**src/rtl/droop_tap_cal.sv**
```systemverilog
// Anti-droop tap calibration: compares late (B) vs early (A) pulse windows and steps tapWeight one LSB per pass.
// Define DROOP_CAL_AVG_EN for 4-sample windows; otherwise each window is a single sample scaled by 4.
module droop_tap_cal #(
   parameter int SETTLE_DLY = 16,
   parameter int WIN_LEN    = 256,
   parameter int DEADBAND   = 8
) (
   input  logic               clk,
   input  logic               rst_n,
   input  logic               trig,
   input  logic               cal_en,
   input  logic signed [15:0] din,
   input  logic signed [6:0]  tapWeight_init,
   input  logic               load_init,
   output logic signed [6:0]  tapWeight,
   output logic               cal_busy,
   output logic               cal_done,
   output logic               sat_flag
);

`ifdef DROOP_CAL_AVG_EN
   localparam int SAMP_LEN = 4;
`else
   localparam int SAMP_LEN = 1;
`endif
   localparam int MAX_DLY = (SETTLE_DLY > WIN_LEN) ? SETTLE_DLY : WIN_LEN;
   localparam int CW = $clog2(MAX_DLY + 1) + 1;
   localparam logic [CW-1:0] SETTLE_LAST = CW'(SETTLE_DLY - 1);
   localparam logic [CW-1:0] WAIT_LAST   = CW'(WIN_LEN - 1);
   localparam logic [CW-1:0] SAMP_LAST   = CW'(SAMP_LEN - 1);
   localparam logic signed [18:0] DB     = 19'(DEADBAND);
   localparam logic signed [6:0]  TW_MAX = 7'b0111111;
   localparam logic signed [6:0]  TW_MIN = 7'b1000000;

   typedef enum logic [2:0] {IDLE, SETTLE, SAMPA, WAIT, SAMPB, UPDATE} state_t;

   state_t             state;
   logic [CW-1:0]      cnt;
   logic               trig_a;
   logic               trig_b;
   logic               trig_edge;
   logic signed [17:0] acc_a;
   logic signed [17:0] acc_b;
   logic signed [17:0] samp_a;
   logic signed [17:0] samp_b;
   logic signed [18:0] diff;
   logic               inc_req;
   logic               dec_req;

   assign trig_edge = trig_a & ~trig_b;

`ifdef DROOP_CAL_AVG_EN
   logic signed [17:0] din_ext;
   assign din_ext = {{2{din[15]}}, din};
   assign samp_a  = acc_a + din_ext;
   assign samp_b  = acc_b + din_ext;
`else
   // Single sample scaled by 4 keeps DEADBAND in the same units as the 4-sample sum.
   assign samp_a = {din, 2'b00};
   assign samp_b = {din, 2'b00};
`endif

   assign diff    = {acc_b[17], acc_b} - {acc_a[17], acc_a};
   assign inc_req = diff < -DB;
   assign dec_req = diff > DB;

   always_ff @(posedge clk) begin
      if (!rst_n) begin
         state     <= IDLE;
         cnt       <= '0;
         trig_a    <= 1'b0;
         trig_b    <= 1'b0;
         acc_a     <= '0;
         acc_b     <= '0;
         tapWeight <= '0;
         cal_busy  <= 1'b0;
         cal_done  <= 1'b0;
         sat_flag  <= 1'b0;
      end else begin
         trig_a   <= trig;
         trig_b   <= trig_a;
         cal_done <= 1'b0;
         if (load_init) begin
            tapWeight <= tapWeight_init;
            sat_flag  <= 1'b0;
            state     <= IDLE;
            cal_busy  <= 1'b0;
            cnt       <= '0;
         end else if (!cal_en) begin
            state    <= IDLE;
            cal_busy <= 1'b0;
            cnt      <= '0;
         end else begin
            case (state)
               IDLE: begin
                  if (trig_edge) begin
                     state    <= SETTLE;
                     cal_busy <= 1'b1;
                     cnt      <= '0;
                  end
               end
               SETTLE: begin
                  if (cnt == SETTLE_LAST) begin
                     state <= SAMPA;
                     cnt   <= '0;
                     acc_a <= '0;
                  end else begin
                     cnt <= cnt + CW'(1);
                  end
               end
               SAMPA: begin
                  acc_a <= samp_a;
                  if (cnt == SAMP_LAST) begin
                     state <= WAIT;
                     cnt   <= '0;
                  end else begin
                     cnt <= cnt + CW'(1);
                  end
               end
               WAIT: begin
                  if (cnt == WAIT_LAST) begin
                     state <= SAMPB;
                     cnt   <= '0;
                     acc_b <= '0;
                  end else begin
                     cnt <= cnt + CW'(1);
                  end
               end
               SAMPB: begin
                  acc_b <= samp_b;
                  if (cnt == SAMP_LAST) begin
                     state <= UPDATE;
                     cnt   <= '0;
                  end else begin
                     cnt <= cnt + CW'(1);
                  end
               end
               UPDATE: begin
                  // Negative diff means the tail sagged: more compensation needed.
                  state    <= IDLE;
                  cal_busy <= 1'b0;
                  cal_done <= 1'b1;
                  if (inc_req) begin
                     if (tapWeight == TW_MAX) sat_flag <= 1'b1;
                     else tapWeight <= tapWeight + 7'sd1;
                  end else if (dec_req) begin
                     if (tapWeight == TW_MIN) sat_flag <= 1'b1;
                     else tapWeight <= tapWeight - 7'sd1;
                  end
               end
               default: begin
                  state    <= IDLE;
                  cal_busy <= 1'b0;
               end
            endcase
         end
      end
   end

endmodule

```
**config.mk**
```make
export PLATFORM = sky130hd
export DESIGN_NAME = droop_tap_cal
export DESIGN_NICKNAME = d
export VERILOG_FILES = /design/src/rtl/droop_tap_cal.sv
export SDC_FILE = /design/constraint.sdc
export NUM_CORES = 1
export LEC_CHECK = 0
export CAP_MARGIN = 30
export CORE_MARGIN = 3
export CORE_UTILIZATION = 62
export CTS_CLUSTER_DIAMETER = 150
export DETAILED_ROUTE_END_ITERATION = 8
export PLACE_DENSITY = 0.86
export SLEW_MARGIN = 20
export SYNTH_ARGS = -nofsm -noshare
export SYNTH_HDL_FRONTEND = slang
export SYNTH_SLANG_ARGS = --single-unit
```
**constraint.sdc**
```tcl
create_clock -name clk -period 6.5 [get_ports clk]
set_input_delay 1.3 -clock clk [delete_from_list [all_inputs] [get_ports clk]]
set_output_delay 1.3 -clock clk [all_outputs]
set_load 0.02 [all_outputs]
```
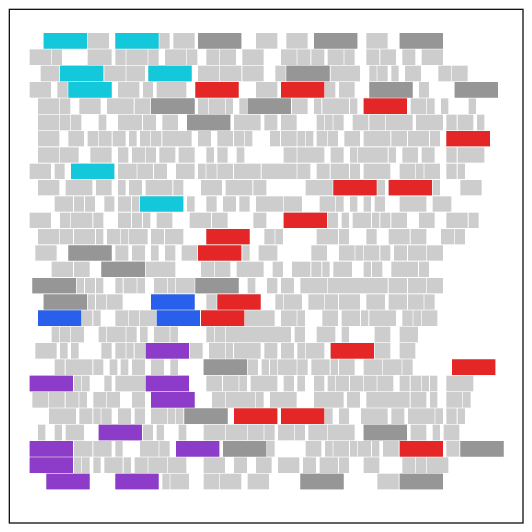
Fig. 1. Register map, names as in the netlist (run 1).
Scale: 6 px per µm.
legend:
  tapWeight:
    color: cyan
    placed_flops: 7
    where: north-west
  state:
    color: blue
    placed_flops: 3
  cnt:
    color: purple
    placed_flops: 10
    where: south-west
  acc_b:
    color: red
    placed_flops: 16
not colored: 21
Flop area: 0.001141 mm²
sequential power: 0.359 mW
Seq area share: 0.2556

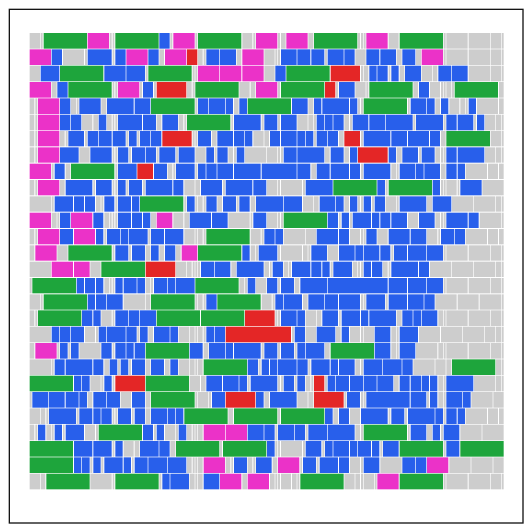
Fig. 2. Placed cells, one color a class (run 1).
Scale: 6 px per µm. Fill, decap, tap and diode cells in gray.
legend:
  remaining logic cells:
    color: blue
    cells: 409
  clock drivers and dummy loads:
    color: red
    cells: 15
  sequential cells:
    color: green
    cells: 57
  remaining buffers and delay cells:
    color: magenta
    cells: 40

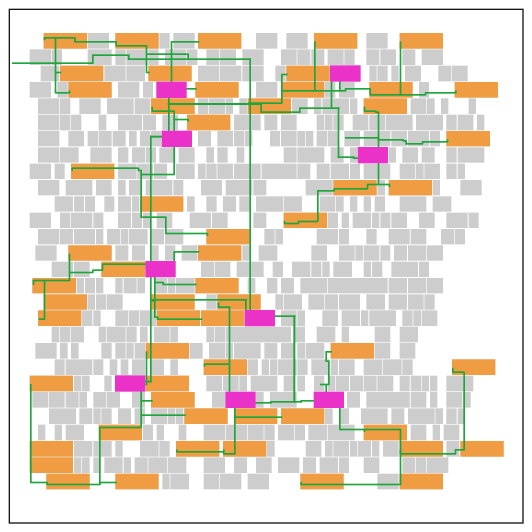
Fig. 3. Clock network drawn from the DEF (run 1).
Scale: 6 px per µm.
legend:
  clock wires:
    color: green
    length: 772 µm
  flip-flops:
    color: orange
    count: 57
  clock-net drivers:
    color: magenta
    count: 9
flops lie: all over the die

==> ci_impl_report.md, run 1 <==
### Metrics collected by this job

| Metric | Value |
|---|---|
| Status | complete, no violations |
| Dpl hpwl | 6.919 mm |
| Die W | 85.38 µm |
| Met3 usage | 0.05825 |
| Final Cycle Share | 0.6639 |
| Cell taking the most area after synthesis | dfxtp_1 |
| Crit Path Class | reg -> reg |
| Total die size | 0.007289 mm² |
| RSZ-0062 raised after global routing | false |
| Synth top cells by count | dfxtp_1 (57), nand2_1 (42), nor2_1 (33), nand3_1 (31), inv_1 (30) |
| WL final | 9.611 mm |
| Slew margin rel. | 0.4596 |
| Total global routing overflow | 0 |
| Met2 Wirelength | 4.543 mm |
| Yosys synthesis chip area | 0.003906 mm² |
| Largest cell class by area | multi-input combinational cells |
| Crit Path Max Fanout | 6 |
| Syn_area_per_cell | 7.956 µm² |
| CP delay by family, top | simple AND/OR/NAND/NOR gates |
| Psw | 0.1799 mW |
| H-Tree Depth | 3 |
| PortBufs | 37 |
Fig. 4: run 1, PDN straps and rails
Scale: 4 px per µm. Pins as bars on the die edge.
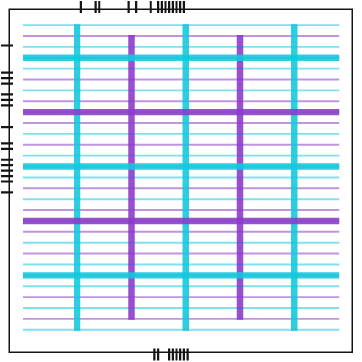

==> run 1 -> run 2 <==
--- a/config.mk
+++ b/config.mk
@@ -7,10 +7,10 @@
 export LEC_CHECK = 0
 export CAP_MARGIN = 30
 export CORE_MARGIN = 3
-export CORE_UTILIZATION = 62
+export CORE_UTILIZATION = 52
 export CTS_CLUSTER_DIAMETER = 150
 export DETAILED_ROUTE_END_ITERATION = 8
-export PLACE_DENSITY = 0.86
+export PLACE_DENSITY = 0.77
 export SLEW_MARGIN = 20
 export SYNTH_ARGS = -nofsm -noshare
 export SYNTH_HDL_FRONTEND = slang
==> constraint.sdc (replaced) <==
create_clock -name clk -period 3.9 [get_ports clk]
set_input_delay 0.78 -clock clk [delete_from_list [all_inputs] [get_ports clk]]
set_output_delay 0.78 -clock clk [all_outputs]
set_load 0.02 [all_outputs]
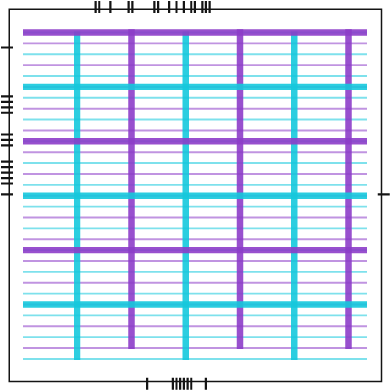
Fig. 5. PDN straps and rails (run 2).
Scale: 4 px per µm. Pins as bars on the die edge.
legend:
  VSS:
    color: cyan
  VDD:
    color: purple
met5 straps: 6
signal pins: 38
met4 straps: 6
total core area: 0.007019 mm²
Max VDD drop: 250.9 µV
chip height: 92.67 µm

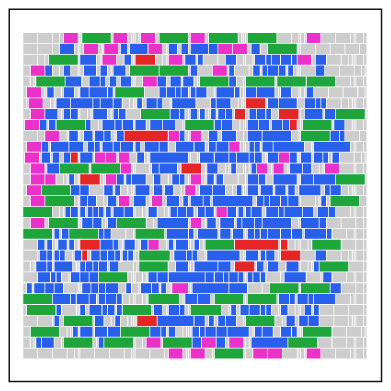
Fig. 6. Placed cells, one color a class (run 2).
Scale: 4 px per µm. Fill, decap, tap and diode cells in gray.
legend:
  sequential cells:
    color: green
    cells: 57
  remaining logic cells:
    color: blue
    cells: 409
  remaining buffers and delay cells:
    color: magenta
    cells: 57
  clock drivers and dummy loads:
    color: red
    cells: 16
Final Instance Area: 0.004842 mm²
fin util: 0.6898
Seq area share: 0.2364

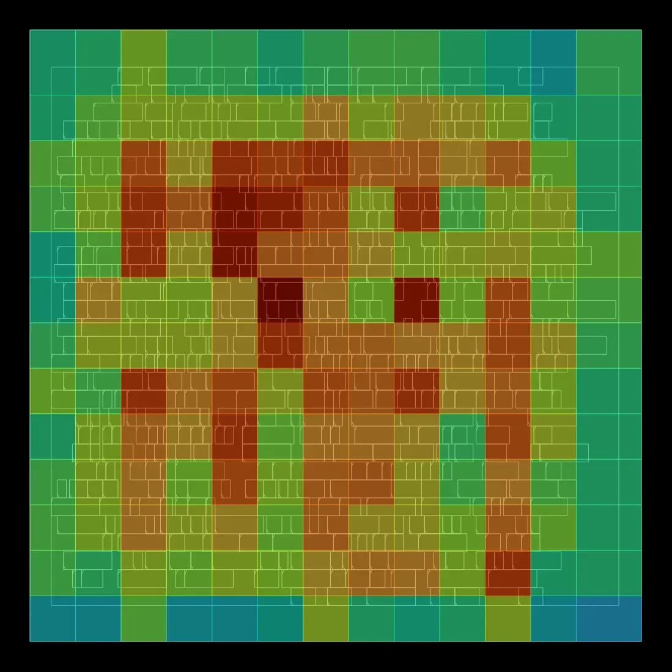
Fig. 7. Track usage over the die (run 2).
busiest grt layer: met2
wire per inst: 15.99 µm

==> ci_impl_report.md, run 2 <==
### Metrics collected by this job

| Metric | Value |
|---|---|
| Status | complete, no violations |
| Dpl hpwl | 6.855 mm |
| Total die size | 0.008588 mm² |
| PortBufs | 37 |
| Psw | 0.3072 mW |
| Met3 usage | 0.05605 |
| Total global routing overflow | 0 |
| Met2 Wirelength | 5.159 mm |
| Largest net degree at the start of global routing | 46 |
| Slew margin rel. | 0.4359 |
| Largest cell class by area | multi-input combinational cells |
| Sequential power | 0.599 mW |
| CP delay by family, top | AND-OR/OR-AND gates |
| Crit Path Max Fanout | 6 |
| Yosys synthesis chip area | 0.003906 mm² |
| Syn_area_per_cell | 7.956 µm² |
| WL final | 10.15 mm |
| Final Cycle Share | 0.9635 |
| Flop area | 0.001145 mm² |
| Synth top cells by count | dfxtp_1 (57), nand2_1 (42), nor2_1 (33), nand3_1 (31), inv_1 (30) |
| H-Tree Depth | 3 |
Power figures rest on the tool's default switching activity, not on a simulated workload.
